<file path="config.mk">
export PLATFORM = sky130hd
export DESIGN_NAME = tdm_demux_flat
export DESIGN_NICKNAME = d
export VERILOG_FILES = /design/src/rtl/tdm_demux_pkg.sv /design/src/rtl/tdm_demux_if.sv /design/src/rtl/tdm_demux_frame_ctl.sv /design/src/rtl/tdm_demux.sv /design/src/flat_wrapper.sv
export SDC_FILE = /design/constraint.sdc
export NUM_CORES = 1
export LEC_CHECK = 0
export CAP_MARGIN = 20
export CORE_AREA = 4 4 41 43
export CTS_CLUSTER_DIAMETER = 100
export CTS_CLUSTER_SIZE = 16
export DETAILED_ROUTE_END_ITERATION = 12
export DIE_AREA = 0 0 45 47
export SYNTH_ARGS = -nofsm -noshare
export SYNTH_HDL_FRONTEND = slang
export SYNTH_SLANG_ARGS = --single-unit
</file>
<file path="constraint.sdc">
create_clock -name clk -period 1.18 [get_ports clk]
set_input_delay 0.118 -clock clk [delete_from_list [all_inputs] [get_ports clk]]
set_output_delay 0.118 -clock clk [all_outputs]
set_load 0.02 [all_outputs]
</file>
<file path="src/rtl/tdm_demux_pkg.sv">
// tdm_pkg: frame-format constants and FSM state type shared by both ends of the TDM link
package tdm_pkg;
  localparam int DEF_WIDTH = 1;
  localparam int DEF_NCH = 2;
  localparam int ERRCNT_W = 8;
  typedef enum logic {IDLE, COLLECT} state_t;
endpackage

</file>
<file path="src/rtl/tdm_demux_if.sv">
// tdm_demux_if: TDM beat stream in, parallel frame out
// slave  (demux side): in_data/in_valid/in_sof/out_ready in; in_ready/out_data/out_valid/sync_err out
// master (link side):  mirror of slave
interface tdm_demux_if import tdm_pkg::*; #(
  parameter int WIDTH = DEF_WIDTH,
  parameter int NCH = DEF_NCH
);
  logic [WIDTH-1:0] in_data;
  logic in_valid;
  logic in_sof;
  logic in_ready;
  logic [NCH*WIDTH-1:0] out_data;
  logic out_valid;
  logic out_ready;
  logic sync_err;
  modport slave (
    input in_data, in_valid, in_sof, out_ready,
    output in_ready, out_data, out_valid, sync_err
  );
  modport master (
    output in_data, in_valid, in_sof, out_ready,
    input in_ready, out_data, out_valid, sync_err
  );
endinterface

</file>
<file path="src/rtl/tdm_demux_frame_ctl.sv">
// tdm_frame_ctl: frame FSM, channel counter, input handshake and framing-error pulse
// in:  clk, rst_n, in_valid_i, in_sof_i, out_valid_i, out_ready_i
// out: in_ready_o, wr_o/wr_idx_o (shadow write), done_o (last beat accepted), sync_err_o
module tdm_frame_ctl import tdm_pkg::*; #(
  parameter int NCH = DEF_NCH,
  localparam int CW = $clog2(NCH)
) (
  input  logic clk,
  input  logic rst_n,
  input  logic in_valid_i,
  input  logic in_sof_i,
  input  logic out_valid_i,
  input  logic out_ready_i,
  output logic in_ready_o,
  output logic wr_o,
  output logic [CW-1:0] wr_idx_o,
  output logic done_o,
  output logic sync_err_o
);
  state_t state_q;
  logic [CW-1:0] cnt_q;
  logic err_q;
  logic last;
  logic acc;
  assign last = state_q == COLLECT && cnt_q == CW'(NCH - 1);
  // only the completing beat stalls, and only while the previous frame is still unread
  assign in_ready_o = !(last && out_valid_i && !out_ready_i);
  assign acc = in_valid_i && in_ready_o;
  assign wr_o = acc && (in_sof_i || state_q == COLLECT);
  assign wr_idx_o = in_sof_i ? '0 : cnt_q;
  assign done_o = acc && !in_sof_i && last;
  assign sync_err_o = err_q;
  always_ff @(posedge clk or negedge rst_n) begin
    if (!rst_n) begin
      state_q <= IDLE;
      cnt_q <= '0;
      err_q <= 1'b0;
    end else begin
      // stray beat in IDLE or unexpected SOF mid-frame
      err_q <= acc && (state_q == IDLE ? !in_sof_i : in_sof_i);
      if (acc && in_sof_i) begin
        state_q <= COLLECT;
        cnt_q <= CW'(1);
      end else if (acc && state_q == COLLECT) begin
        state_q <= last ? IDLE : COLLECT;
        cnt_q <= last ? '0 : cnt_q + 1'b1;
      end
    end
  end
endmodule

</file>
<file path="src/rtl/tdm_demux.sv">
// tdm_demux: rebuilds NCH-channel parallel words from a SOF-marked TDM beat stream
// in:  clk, rst_n, bus (tdm_demux_if.slave)
// out: err_cnt (only with TDM_DEMUX_ERRCNT_EN defined: saturating sync_err count)
module tdm_demux import tdm_pkg::*; #(
  parameter int WIDTH = DEF_WIDTH,
  parameter int NCH = DEF_NCH,
  localparam int CW = $clog2(NCH)
) (
  input  logic clk,
  input  logic rst_n,
`ifdef TDM_DEMUX_ERRCNT_EN
  output logic [ERRCNT_W-1:0] err_cnt,
`endif
  tdm_demux_if.slave bus
);
  logic wr;
  logic done;
  logic [CW-1:0] wr_idx;
  logic [(NCH-1)*WIDTH-1:0] shadow_q, shadow_d;
  logic [NCH*WIDTH-1:0] out_data_q, out_data_d;
  logic out_valid_q, out_valid_d;
  tdm_frame_ctl #(.NCH(NCH)) u_ctl (
    .clk(clk),
    .rst_n(rst_n),
    .in_valid_i(bus.in_valid),
    .in_sof_i(bus.in_sof),
    .out_valid_i(out_valid_q),
    .out_ready_i(bus.out_ready),
    .in_ready_o(bus.in_ready),
    .wr_o(wr),
    .wr_idx_o(wr_idx),
    .done_o(done),
    .sync_err_o(bus.sync_err)
  );
  // the last channel never lands in shadow: it goes straight into out_data
  always_comb begin
    shadow_d = shadow_q;
    for (int k = 0; k < NCH - 1; k++)
      if (wr && wr_idx == CW'(k)) shadow_d[k*WIDTH +: WIDTH] = bus.in_data;
    out_data_d = done ? {bus.in_data, shadow_q} : out_data_q;
    out_valid_d = done || (out_valid_q && !bus.out_ready);
  end
  always_ff @(posedge clk or negedge rst_n) begin
    if (!rst_n) begin
      shadow_q <= '0;
      out_data_q <= '0;
      out_valid_q <= 1'b0;
    end else begin
      shadow_q <= shadow_d;
      out_data_q <= out_data_d;
      out_valid_q <= out_valid_d;
    end
  end
  assign bus.out_data = out_data_q;
  assign bus.out_valid = out_valid_q;
`ifdef TDM_DEMUX_ERRCNT_EN
  always_ff @(posedge clk or negedge rst_n) begin
    if (!rst_n) err_cnt <= '0;
    else if (bus.sync_err && err_cnt != '1) err_cnt <= err_cnt + 1'b1;
  end
`endif
endmodule

</file>
<file path="src/flat_wrapper.sv">
// flat-port wrapper written by rule: the top's interface ports become plain ports
module tdm_demux_flat import tdm_pkg::*;
#(
  parameter int WIDTH = DEF_WIDTH,
  parameter int NCH = DEF_NCH,
  localparam int CW = $clog2(NCH)
)
  (clk, rst_n, bus_in_data, bus_in_valid, bus_in_sof, bus_out_ready, bus_in_ready, bus_out_data, bus_out_valid, bus_sync_err);
  tdm_demux_if #(.WIDTH(WIDTH), .NCH(NCH)) bus_i ();
  input  logic clk;
  input  logic rst_n;
  input wire logic [$bits(bus_i.in_data)-1:0] bus_in_data;
  input wire logic [$bits(bus_i.in_valid)-1:0] bus_in_valid;
  input wire logic [$bits(bus_i.in_sof)-1:0] bus_in_sof;
  input wire logic [$bits(bus_i.out_ready)-1:0] bus_out_ready;
  output wire logic [$bits(bus_i.in_ready)-1:0] bus_in_ready;
  output wire logic [$bits(bus_i.out_data)-1:0] bus_out_data;
  output wire logic [$bits(bus_i.out_valid)-1:0] bus_out_valid;
  output wire logic [$bits(bus_i.sync_err)-1:0] bus_sync_err;
  assign bus_i.in_data = bus_in_data;
  assign bus_i.in_valid = bus_in_valid;
  assign bus_i.in_sof = bus_in_sof;
  assign bus_i.out_ready = bus_out_ready;
  assign bus_in_ready = bus_i.in_ready;
  assign bus_out_data = bus_i.out_data;
  assign bus_out_valid = bus_i.out_valid;
  assign bus_sync_err = bus_i.sync_err;
  tdm_demux #(.WIDTH(WIDTH), .NCH(NCH)) u_core (.clk(clk), .rst_n(rst_n), .bus(bus_i));
endmodule
</file>
Fig. 1: run 1, signal wires on met1
Scale bar: 10 um. Supply wires on this layer in gray.
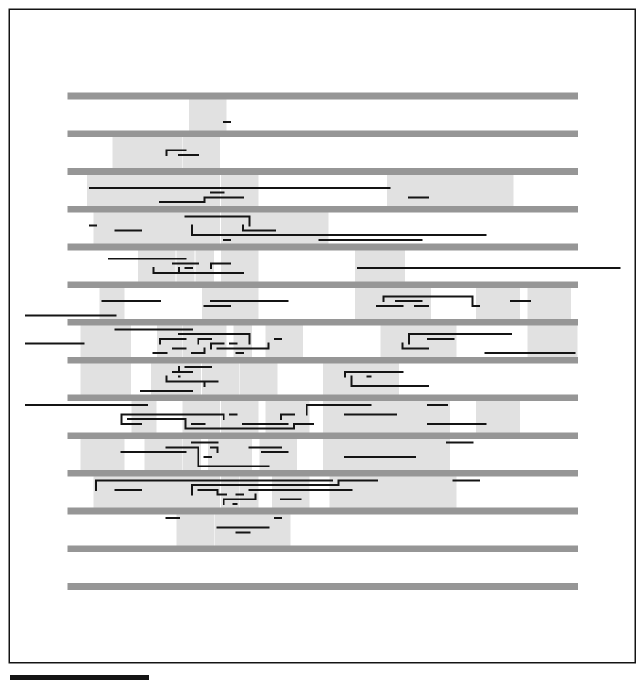
- nets with wire on the layer: 48
- wire length on this layer: 348 um
- longest straight run: 21.6 um
- share of all routed wire: 42%
Total Wirelength: 834 um
M1 GR Usage: 9.469%
via count: 294

Fig. 2: run 1, metal layers overlaid
Two of the layers only.
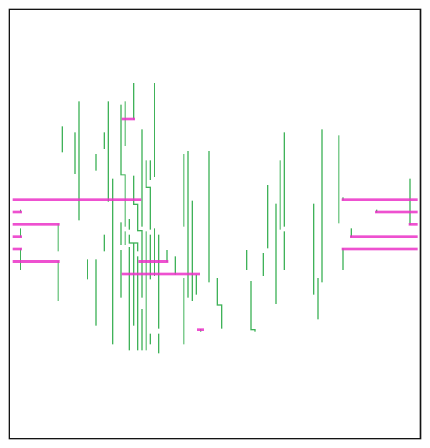
- magenta: M3 (wire length 66.5 um)
- green: M2 (wire length 390 um)
WL per Instance: 13.03 um
All-Layer GR Usage: 9.134%

Fig. 3: run 1, port wiring
Scale bar: 10 um.
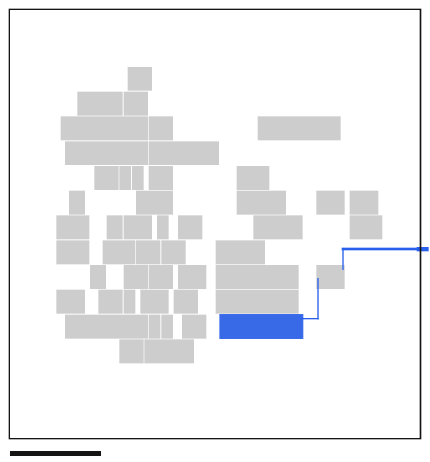
- blue: bus_sync_err (direction output; end cells 1; buffers 1; wire 16.5 um)
# port buffers: 10
IO Pins: 11

==> flow_summary.json, run 1 <==
{
  "status": "finished, violations left",
  "violations": "negative setup slack",
  "slew_violations": 0,
  "yosysUniqueCellTypes": 15,
  "crit_required_ns": 1.32,
  "synthArstFlopShare_pct": 100.0,
  "final-setup-viol-count": 3,
  "ys_sh_mux_pct": 12.18,
  "synthCells": 26,
  "insertion_delay_ns": 0.26,
  "n_antenna_cell": 0,
  "slew_headroom_pct": 76.48,
  "wl_met3_um": 66,
  "via_per_inst": 4.594,
  "postLayoutSetupSlackWorst_ns": -0.03228,
  "maxCapViolations": 0,
  "fin_util_pct": 42.69,
  "path_buffers": 1,
  "finClkSkew_ns": 0.0005567,
  "drc": 0,
  "top_layer_used": "met4",
  "grt_setup_unrepaired": "true",
  "critical-path-top-delay-family": "flip-flops",
  "root_buffer": "clkbuf_4",
  "htreeDepth": 1,
  "gp_congestion": 0.7542,
  "postSynthAreaPerCell_um2": 13.04
}
[run 1: timing repair]
action	in CTS	in global routing
gates resized	12	3
pin swaps	2	1
buffers inserted	0	0
endpoints found under the setup margin	9	5
[run 1: per-stage QoR]
| stage | cells | setup WS [ns] | instance area [um^2] | TNS (ns) |
|---|---|---|---|---|
| 2_1_floorplan | 26 | -0.1726 | 344.1 | -0.1726 |
| 3_3_place_gp | 60 | -0.2727 | 530.5 | -1.005 |
| 3_5_place_dp | 60 | -0.2945 | 530.5 | -1.216 |
| 4_1_cts | 64 | -0.05313 | 563.0 | -0.1591 |
| 5_1_grt | 64 | -0.05484 | 555.5 | -0.1528 |
| 6_report | 64 | -0.03228 | 555.5 | -0.09106 |
[run 1: where the power goes]
| group | leakage [nW] | internal, mW | total (mW) | switching, mW |
|---|---|---|---|---|
| Clock | 0.0150 | 0.130 | 0.225 | 0.0960 |
| Sequential | 0.0820 | 0.307 | 0.345 | 0.0379 |
| Combinational | 0.180 | 0.197 | 0.351 | 0.154 |
| Total | 0.277 | 0.634 | 0.922 | 0.287 |
[run 1: layout make-up]
class,count,area share [%]
tap,15,3.378
inverter,2,1.351
timing repair buffer,19,28.15
sequential,7,31.76
multi-input combinational,17,30.63
clock buffer,4,4.730
[run 1: flip-flops by register name (all words and copies together) (netlist names)]
signal / cells
u_core.u_ctl.state_q: 1
u_core.u_ctl.sync_err_o: 1
u_core.shadow_q: 1
u_core.bus.out_valid: 1
u_core.u_ctl.cnt_q: 1
u_core.bus.out_data: 2
[run 1: logic make-up (layout without fill, tap and decap cells)]
family	Yosys count	count (layout)
compound gates	3	3
simple gates	10	10
fa+ha+maj	1	1
mux	3	3
flops	7	7
buf+inv	2	25
Fig. 4: run 1, power grid
Pins as bars on the die edge. Tap cells in gray.
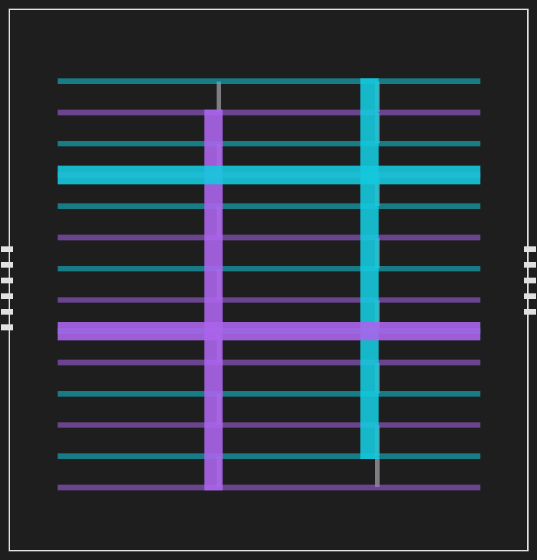

==> inputs of run 2 (changes only) <==
CORE_AREA = 10 10 47 49   (was 4 4 41 43)
DIE_AREA = 0 0 57 59   (was 0 0 45 47)
Fig. 5: run 2, power grid
Pins as bars on the die edge. Tap cells in gray.
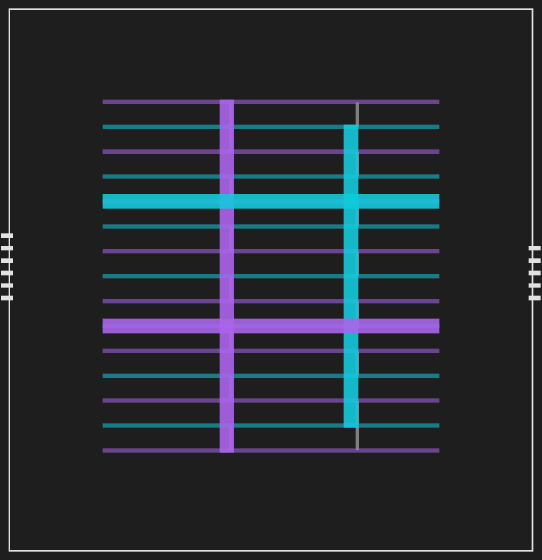
- cyan: VDD
- purple: VSS
- met5 straps: 2
- met4 straps: 2
- tap cells: 16
CORE AREA: 0.001401 mm^2
die height: 59 um

==> flow_summary.json, run 2 <==
{
  "power_frac_comb_pct": 38.4,
  "via_per_inst": 4.523,
  "n_antenna_cell": 0,
  "largest_register_ffs": 2,
  "violations": "negative setup slack",
  "postLayoutSetupSlackWorst_ns": -0.05479,
  "ant_nets": 0,
  "ios": 11,
  "wire_per_inst_um": 13.46,
  "crit_start": "u_core.u_ctl.cnt_q$_DFFE_PN0P_",
  "p_switching_mw": 0.2758,
  "htreeDepth": 1,
  "slew_headroom_pct": 78.25,
  "critical-path-top-delay-family": "flip-flops",
  "synthArstFlopShare_pct": 100.0,
  "p_int_mw": 0.6406,
  "yosysUniqueCellTypes": 15,
  "postSynthAreaPerCell_um2": 13.04,
  "finClkSkew_ns": 0.004322,
  "switching_share_pct": 30.09,
  "leakage_nw": 0.2788,
  "syn_area_um2": 339.1,
  "pwr-share-seq_pct": 38.0,
  "wirelength_um": 875,
  "tightestPinTransition_ns": 0.3252,
  "synthCells": 26,
  "dieArea_mm2": 0.003363,
  "port-buffer-count": 10,
  "routed-via-count": 294,
  "p_clk_share_pct": 23.6,
  "grt_setup_unrepaired": "true",
  "final-setup-viol-count": 4,
  "crit_required_ns": 1.32,
  "gp_congestion": 0.7108,
  "track_usage_pct": 6.041,
  "status": "finished, violations left",
  "drc": 0,
  "stdcell_count": 65,
  "place_inst": 59,
  "insertion_delay_ns": 0.25,
  "path_buffers": 1
}
## run 2: cell types whose count changed in the layout (fill, tap and decap cells not counted), sizes merged
| cell | before | now |
|---|---|---|
| clkbuf | 5 | 4 |
| clkdlybuf4s50 | 4 | 5 |
## run 2: area by class of cell
cell class | count | area, um^2
Clock buffer | 4 | 26.28
Inverter | 2 | 7.507
Fill cell | 157 | 835.8
Tap cell | 16 | 20.02
Sequential cell | 7 | 176.4
Timing Repair Buffer | 19 | 175.2
Multi-Input combinational cell | 17 | 160.2
## run 2: through the flow
stage	total power, mW	setup TNS [ns]	instance area [um^2]	setup slack, ns	utilization [%]
2_1_floorplan	0.5388	-0.1726	344.1	-0.1726	-
3_3_place_gp	0.7115	-1.098	516.7	-0.2841	36.88
3_5_place_dp	0.7167	-1.167	516.7	-0.2989	36.88
4_1_cts	0.9274	-0.1236	554.3	-0.05025	39.55
5_1_grt	0.9887	-0.3890	565.5	-0.1306	40.36
6_report	0.9164	-0.1369	565.5	-0.05479	40.36
## run 2: power groups by stage
stage | registers [mW] | logic [mW] | clock network, mW
3_5_place_dp | 0.352 | 0.365 | 0
5_1_grt | 0.360 | 0.378 | 0.250
6_report | 0.348 | 0.352 | 0.216
3_3_place_gp | 0.354 | 0.358 | 0
4_1_cts | 0.349 | 0.351 | 0.227
2_1_floorplan | 0.403 | 0.136 | 0
## run 2: layer usage
layer	GRT usage, %	routed length [um]	vias to the layer above
li1	-	-	137
met1	6.514	375	140
met2	8.217	371	13
met3	4.292	105	4
met4	4.027	23	0
met5	0	0	-
## run 2: repair_timing
item	in CTS	in global routing
pin swaps	2	0
endpoints found under the setup margin	8	5
setup buffers	1	1
gates resized	9	4
Power is estimated from default activity; no workload was simulated.
